**src/rtl/regfile_pkg.sv**
```systemverilog
// Shared types and helpers for the banked register file: clear-engine states,
// default sizing with derived index widths, and the even-parity function.
package regfile_pkg;

    localparam int XLEN_DEF   = 32;
    localparam int NREGS_DEF  = 16;
    localparam int NBANKS_DEF = 2;
    localparam int NRD_DEF    = 2;

    localparam int BANK_W     = $clog2(NBANKS_DEF);
    localparam int IDX_W      = $clog2(NREGS_DEF);

    // Widest word the parity helper accepts; callers zero-extend into it.
    localparam int PAR_MAX_W  = 64;

    typedef enum logic [1:0] {
        CLR_ALL = 2'd0,
        READY   = 2'd1,
        CLR_ONE = 2'd2
    } clr_state_e;

    // Returns the bit that makes data plus parity hold an even number of ones.
    function automatic logic even_parity(input logic [PAR_MAX_W-1:0] d);
        return ^d;
    endfunction

endpackage

```
**src/rtl/regfile_clear_seq.sv**
```systemverilog
// Clear engine: zeroes every bank after reset, then one requested bank at a
// time, one register per cycle starting at index 1 (index 0 is hardwired zero).
module regfile_clear_seq
    import regfile_pkg::*;
#(
    parameter int  NREGS  = NREGS_DEF,
    parameter int  NBANKS = NBANKS_DEF,
    localparam int BW     = $clog2(NBANKS),
    localparam int IW     = $clog2(NREGS)
) (
    input  logic          i_clk,
    input  logic          i_rst_n,
    input  logic          i_clr_req,
    input  logic [BW-1:0] i_clr_bank,
    output clr_state_e    o_state,
    output logic [IW-1:0] o_idx,
    output logic [BW-1:0] o_bank,
    output logic          o_clr_stb,
    output logic          o_busy
);

    localparam logic [IW-1:0] IDX_FIRST = IW'(1);
    localparam logic [IW-1:0] IDX_LAST  = IW'(NREGS - 1);

    clr_state_e    r_state;
    clr_state_e    w_state_nxt;
    logic [IW-1:0] r_idx;
    logic [IW-1:0] w_idx_nxt;
    logic [BW-1:0] r_bank;
    logic [BW-1:0] w_bank_nxt;
    logic          w_clr_stb;

    always_ff @(posedge i_clk or negedge i_rst_n) begin
        if (!i_rst_n) begin
            r_state <= CLR_ALL;
            r_idx   <= IDX_FIRST;
            r_bank  <= '0;
        end else begin
            r_state <= w_state_nxt;
            r_idx   <= w_idx_nxt;
            r_bank  <= w_bank_nxt;
        end
    end

    always_comb begin
        w_state_nxt = r_state;
        w_idx_nxt   = r_idx;
        w_bank_nxt  = r_bank;
        w_clr_stb   = 1'b0;
        case (r_state)
            CLR_ALL, CLR_ONE: begin
                w_clr_stb = 1'b1;
                if (r_idx == IDX_LAST) begin
                    w_state_nxt = READY;
                    w_idx_nxt   = IDX_FIRST;
                end else begin
                    w_idx_nxt = r_idx + IW'(1);
                end
            end
            READY: begin
                if (i_clr_req) begin
                    w_state_nxt = CLR_ONE;
                    w_idx_nxt   = IDX_FIRST;
                    w_bank_nxt  = i_clr_bank;
                end
            end
            default: begin
                w_state_nxt = CLR_ALL;
                w_idx_nxt   = IDX_FIRST;
            end
        endcase
    end

    assign o_state   = r_state;
    assign o_idx     = r_idx;
    assign o_bank    = r_bank;
    assign o_clr_stb = w_clr_stb;
    assign o_busy    = (r_state != READY);

endmodule

```
**src/rtl/banked_regfile.sv**
```systemverilog
// Multi-bank register file with write-through read bypass, a cross-bank write
// port and a sequenced clear. Define BANKED_REGFILE_PARITY_EN for parity + rd_perr.
module banked_regfile
    import regfile_pkg::*;
#(
    parameter int  XLEN   = XLEN_DEF,
    parameter int  NREGS  = NREGS_DEF,
    parameter int  NBANKS = NBANKS_DEF,
    parameter int  NRD    = NRD_DEF,
    localparam int BW     = $clog2(NBANKS),
    localparam int IW     = $clog2(NREGS)
) (
    input  logic                clk,
    input  logic                rst_n,
    input  logic [NRD*BW-1:0]   rd_bank,
    input  logic [NRD*IW-1:0]   rd_addr,
    output logic [NRD*XLEN-1:0] rd_data,
    input  logic                wr_en,
    input  logic [BW-1:0]       wr_bank,
    input  logic [IW-1:0]       wr_addr,
    input  logic [XLEN-1:0]     wr_data,
    input  logic                xb_en,
    input  logic [BW-1:0]       xb_bank,
    input  logic [IW-1:0]       xb_addr,
    input  logic [XLEN-1:0]     xb_data,
    input  logic                clr_req,
    input  logic [BW-1:0]       clr_bank,
    output logic                busy,
`ifdef BANKED_REGFILE_PARITY_EN
    output logic [NRD-1:0]      rd_perr,
`endif
    output logic                wr_drop
);

    logic [XLEN-1:0] r_mem [NBANKS][NREGS];
`ifdef BANKED_REGFILE_PARITY_EN
    logic            r_par [NBANKS][NREGS];
`endif
    logic            r_wr_drop;

    clr_state_e      w_state;
    logic [IW-1:0]   w_clr_idx;
    logic [BW-1:0]   w_clr_bank;
    logic            w_clr_stb;

    regfile_clear_seq #(
        .NREGS  (NREGS),
        .NBANKS (NBANKS)
    ) u_clear_seq (
        .i_clk      (clk),
        .i_rst_n    (rst_n),
        .i_clr_req  (clr_req),
        .i_clr_bank (clr_bank),
        .o_state    (w_state),
        .o_idx      (w_clr_idx),
        .o_bank     (w_clr_bank),
        .o_clr_stb  (w_clr_stb),
        .o_busy     (busy)
    );

    // Index-0 writes are no-ops rather than drops; they never reach arbitration.
    logic w_wr_live, w_xb_live, w_wr_blk, w_xb_blk, w_coll, w_wr_ok, w_xb_ok;

    assign w_wr_live = wr_en && (wr_addr != '0);
    assign w_xb_live = xb_en && (xb_addr != '0);
    assign w_wr_blk  = w_wr_live && w_clr_stb && (w_state == CLR_ALL || w_clr_bank == wr_bank);
    assign w_xb_blk  = w_xb_live && w_clr_stb && (w_state == CLR_ALL || w_clr_bank == xb_bank);
    assign w_coll    = w_wr_live && w_xb_live && (wr_bank == xb_bank) && (wr_addr == xb_addr);
    assign w_wr_ok   = w_wr_live && !w_wr_blk;
    assign w_xb_ok   = w_xb_live && !w_xb_blk && !w_coll;

    always_ff @(posedge clk or negedge rst_n) begin
        if (!rst_n) begin
            r_wr_drop <= 1'b0;
        end else begin
            r_wr_drop <= w_wr_blk || w_xb_blk || w_coll;
        end
    end

    assign wr_drop = r_wr_drop;

    // Blocked writes guarantee the clear never shares a bank with a write.
    always_ff @(posedge clk) begin
        for (int b = 0; b < NBANKS; b++) begin
            if (w_clr_stb && (w_state == CLR_ALL || w_clr_bank == BW'(b))) begin
                r_mem[b][w_clr_idx] <= '0;
`ifdef BANKED_REGFILE_PARITY_EN
                r_par[b][w_clr_idx] <= 1'b0;
`endif
            end
            if (w_wr_ok && wr_bank == BW'(b)) begin
                r_mem[b][wr_addr] <= wr_data;
`ifdef BANKED_REGFILE_PARITY_EN
                r_par[b][wr_addr] <= even_parity(PAR_MAX_W'(wr_data));
`endif
            end
            if (w_xb_ok && xb_bank == BW'(b)) begin
                r_mem[b][xb_addr] <= xb_data;
`ifdef BANKED_REGFILE_PARITY_EN
                r_par[b][xb_addr] <= even_parity(PAR_MAX_W'(xb_data));
`endif
            end
        end
    end

    for (genvar p = 0; p < NRD; p++) begin : g_rd
        logic [BW-1:0]   w_rb;
        logic [IW-1:0]   w_ra;
        logic [XLEN-1:0] w_stored;
        logic            w_hit_wr;
        logic            w_hit_xb;

        assign w_rb     = rd_bank[p*BW +: BW];
        assign w_ra     = rd_addr[p*IW +: IW];
        assign w_stored = r_mem[w_rb][w_ra];
        assign w_hit_wr = w_wr_ok && (wr_bank == w_rb) && (wr_addr == w_ra);
        assign w_hit_xb = w_xb_ok && (xb_bank == w_rb) && (xb_addr == w_ra);

        assign rd_data[p*XLEN +: XLEN] = (w_ra == '0) ? '0      :
                                         w_hit_wr     ? wr_data :
                                         w_hit_xb     ? xb_data : w_stored;
`ifdef BANKED_REGFILE_PARITY_EN
        assign rd_perr[p] = (w_ra != '0) && !w_hit_wr && !w_hit_xb &&
                            (even_parity(PAR_MAX_W'(w_stored)) != r_par[w_rb][w_ra]);
`endif
    end

endmodule

```
**config.mk**
```make
export PLATFORM = sky130hd
export DESIGN_NAME = banked_regfile
export DESIGN_NICKNAME = d
export VERILOG_FILES = /design/src/rtl/regfile_pkg.sv /design/src/rtl/regfile_clear_seq.sv /design/src/rtl/banked_regfile.sv
export SDC_FILE = /design/constraint.sdc
export NUM_CORES = 2
export LEC_CHECK = 0
export CORE_MARGIN = 2
export CORE_UTILIZATION = 35
export CTS_CLUSTER_SIZE = 8
export DETAILED_ROUTE_END_ITERATION = 10
export PLACE_DENSITY = 0.61
export SETUP_SLACK_MARGIN = 0.05
export SYNTH_ARGS = -nofsm -noshare
export SYNTH_HDL_FRONTEND = slang
export SYNTH_SLANG_ARGS = --single-unit
```
**constraint.sdc**
```tcl
create_clock -name clk -period 3.9 [get_ports clk]
set_clock_uncertainty 0.1 [all_clocks]
set_input_delay 0.585 -clock clk [delete_from_list [all_inputs] [get_ports clk]]
set_output_delay 0.585 -clock clk [all_outputs]
set_load 0.01 [all_outputs]
```
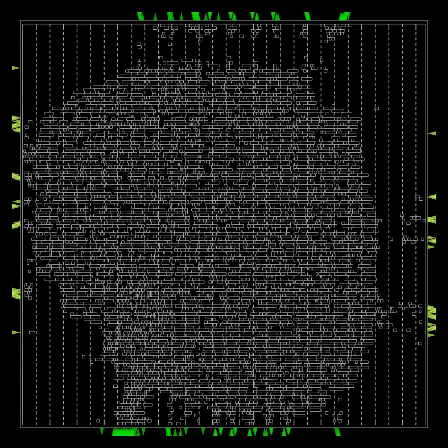
**Above:** cell placement.
Tap Count: 2204
Seq/total area: 0.434

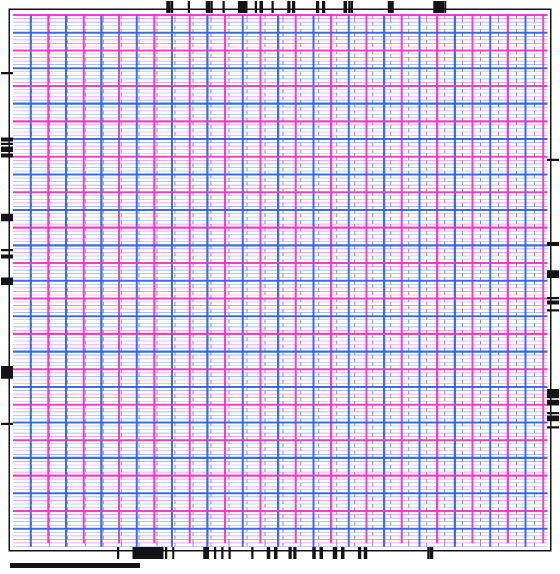
**Above:** PDN straps and rails.
Bar = 100 µm. Pins as bars on the die edge. Tap cells in gray.
VSS: marked blue. VDD: marked magenta.
151 met1 rails follow the rows. 156 signal pins sit on the boundary. 2204 tap cells.
core footprint: 0.167 mm²
VDD IR max: 0.440 mV
die height: 415 µm
die width: 415 µm

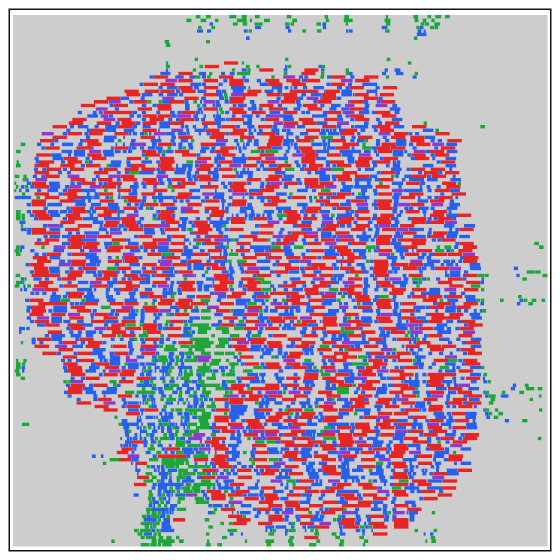
**Above:** placed cells, one color a class.
Fill, decap, tap and diode cells in gray.
clock drivers and dummy loads: marked purple, cells 168. remaining logic cells: marked blue, cells 2572. registers: marked red, cells 1032. remaining buffers and delay cells: marked green, cells 672.
FP Rows: 150
post-layout util: 0.426
fin area: 0.0714 mm²

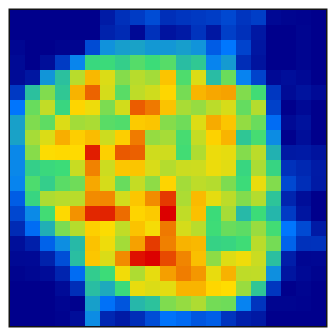
**Above:** signal metal coverage by tile.
The die is cut into 21 by 21 equal tiles; dark blue is low, red is high, scaled to the fullest tile. Values are wire area over tile area, all layers added.
The emptiest ninth of the die: top right. The densest ninth of the die: middle. The fullest tile reaches 0.75. 46% of the tiles are over half the peak. 18% of the tiles are nearly empty. The mean over all tiles is 0.30.
final WL: 284000 µm
Via Count: 48400
routed length per instance: 42.8 µm
GRT Resource Usage Total: 0.319

==> results.py <==
# Flow results
metrics = {
    "run_status": {
        "outcome": "complete, but fails checks",
        "violations": "setup timing",
    },
    "setup_path": {
        "arrival_ns": 3.31,
        "crit_path_top_delay_cell": "clkdlybuf4s50_1",
        "rr_startpoint": "u_clear_seq.o_bank$_DFFE_PN0P_",
        "path_depth": 10,
        "path_common_cell": "clkdlybuf4s50_1",
        "cp_top_family": "buffers and inverters",
        "critPathMaxFanout": 7,
        "crit_path_start": "xb_addr[0]",
        "cp.required_ns": 3.21,
        "reg2reg_to": "r_mem[1][75]$_SDFFCE_PN0P_",
        "critPathKind": "input port to output port",
        "crit_buf_inv": 4,
        "start_kind": "input port",
        "endpoint": "rd_data[21]",
        "worstRegToRegCells": 8,
        "crit_path_end_kind": "output port",
        "rrSetupSlack_ns": 0.87,
    },
    "cts": {
        "clk_latency_ns": 0.78,
        "cts.clk_slew.worst_paths_ns": 0.05,
        "hold_buffers": 0,
        "ctsResizeCount": 162,
        "htreeDepth": 4,
        "cts_max_path_buffers": 3,
        "cts_root_buffer": "clkbuf_16",
        "cts_buffers": 147,
        "cts_setup_buffers": 17,
        "cts_tree": "done",
        "cts_num_sinks": 1032,
    },
    "final_timing": {
        "finalSetupViolCount": 4,
        "timing.final.ws_setup_ns": -0.0964,
        "tightest_slew_ns": 1.06,
        "finalClockPeriodUsage": 1.02,
        "min_period_ns": 4.00,
        "max_freq_mhz": 250,
        "rsz0062_at_grt": "true",
        "slew_headroom": 0.292,
        "hold_viol": 0,
    },
    "synth": {
        "ys.flop_type": "edfxtp_1",
        "edf_count": 1024,
        "mux_share": 0.190,
        "synth_compound_gate_area_share": 0.212,
        "ys_seq_frac": 0.524,
        "yosysCellCount": 4149,
        "ys_sh_adder": 0.000848,
        "async_flop_share": 0.00775,
        "yosysWarnings": 0,
        "ys_top_logic_family": "AND-OR/OR-AND gates",
        "syn-cell-area_mm2": 0.0590,
        "ys_chip_area_mm2": 0.0590,
        "postSynthAreaPerCell_um2": 14.2,
        "ys.flops": 1032,
        "synth_cell_types": 64,
        "xor_share": 0.00416,
        "synthCells": 4149,
        "ys_sh_simple": 0.0233,
    },
    "layout": {
        "most-common-layout-cells": "edfxtp_1 (1024), a22o_1 (961), buf_4 (375)",
        "nets": 4519,
        "seq_area_mm2": 0.0310,
        "layout.cells.non_filler": 6654,
        "syn2layout_area_growth_pct": 21.0,
        "drive_gt1_frac": 0.286,
        "logic_area_mm2": 0.0265,
        "final_common_cell": "edfxtp_1",
        "fillers": 15000,
    },
    "run": {
        "tool_warnings": 32,
    },
    "floorplan": {
        "initCoreUtil": 0.353,
        "io_pins": 156,
        "dieArea_mm2": 0.172,
    },
    "routing": {
        "via_per_inst": 7.27,
        "post-route-drc-count": 0,
        "drt_iter0_markers": 8801,
        "antenna_left": 0,
    },
    "placed_design": {
        "globalplace.congestion": 0.907,
        "dp_hpwl_um": 159000,
        "portBuffers": 155,
        "placed_cells": 6438,
    },
    "grt": {
        "overflow": 0,
        "grt_pass1_wl_um": 381000,
        "grt_antenna_before_repair": 11,
        "grt_pass1_vias": 47200,
    },
    "worst_hold_path": {
        "worst_hold_path_type": "input port to asynchronous set/reset pin",
    },
    "power": {
        "power.total_mw": 35.2,
        "power_density_mw_per_mm2": 492,
        "leakagePower_nw": 24.8,
    },
}
-- cell usage after synthesis, types with 11 or more instances --
master	number	area, µm²
a21oi_1	15	75.1
a221oi_1	60	526
a22o_1	961	8420
a22oi_1	122	916
buf_1	13	48.8
buf_2	184	921
buf_4	24	180
clkbuf_1	380	1430
edfxtp_1	1024	30700
mux2i_1	277	2770
mux4_2	373	8400
nand2_1	43	161
nand2b_1	15	93.8
nand3_1	18	90.1
nor2_1	98	368
nor2b_1	11	68.8
o211ai_1	60	450
o21ai_0	118	591
o22a_1	60	526
o22ai_1	122	763
or3_1	36	225
xnor2_1	18	158
-- report_power, final --
group          leakage [nW]  switching [mW]  internal (mW)  total (mW)
combinational          13.0            5.45           2.96        8.41
clock                  1.95            4.98           6.78        11.8
sequential             9.87           0.732           14.3        15.0
-- final cells by class --
| cell class | count | area share |
|---|---|---|
| clock inverters | 14 | 0.00335 |
| clock buffers | 154 | 0.0525 |
| inverters | 6 | 0.000315 |
| multi-input cells | 2566 | 0.371 |
| diodes | 6 | 0.000210 |
| repair buffers | 672 | 0.100 |
| well taps | 2204 | 0.0386 |
| flip-flops and latches | 1032 | 0.434 |
-- through the flow --
stage          instance area (µm²)  setup slack, ns   util  TNS [ns]  hold WS [ns]
6_report                     71400          -0.0964  0.426    -0.266        0.0257
5_1_grt                      71400           -0.170  0.426    -0.639        0.0395
4_1_cts                      71200           -0.184  0.425     -1.87       0.00975
3_5_place_dp                 66500           -0.632  0.397    -16.13         0.438
3_3_place_gp                 66500           -0.685  0.397    -15.92         0.436
2_1_floorplan                59200            0.621      -         0         0.189
-- per-layer routing --
layer,vias to the layer above,part of all wire,track usage
met1,24400,0.33,0.382
li1,18000,-,-
met4,16,0.089,0.232
met3,1268,0.15,0.112
met5,-,0.00065,0.00389
met2,4723,0.43,0.474
Power and IR drop assume default switching activity.
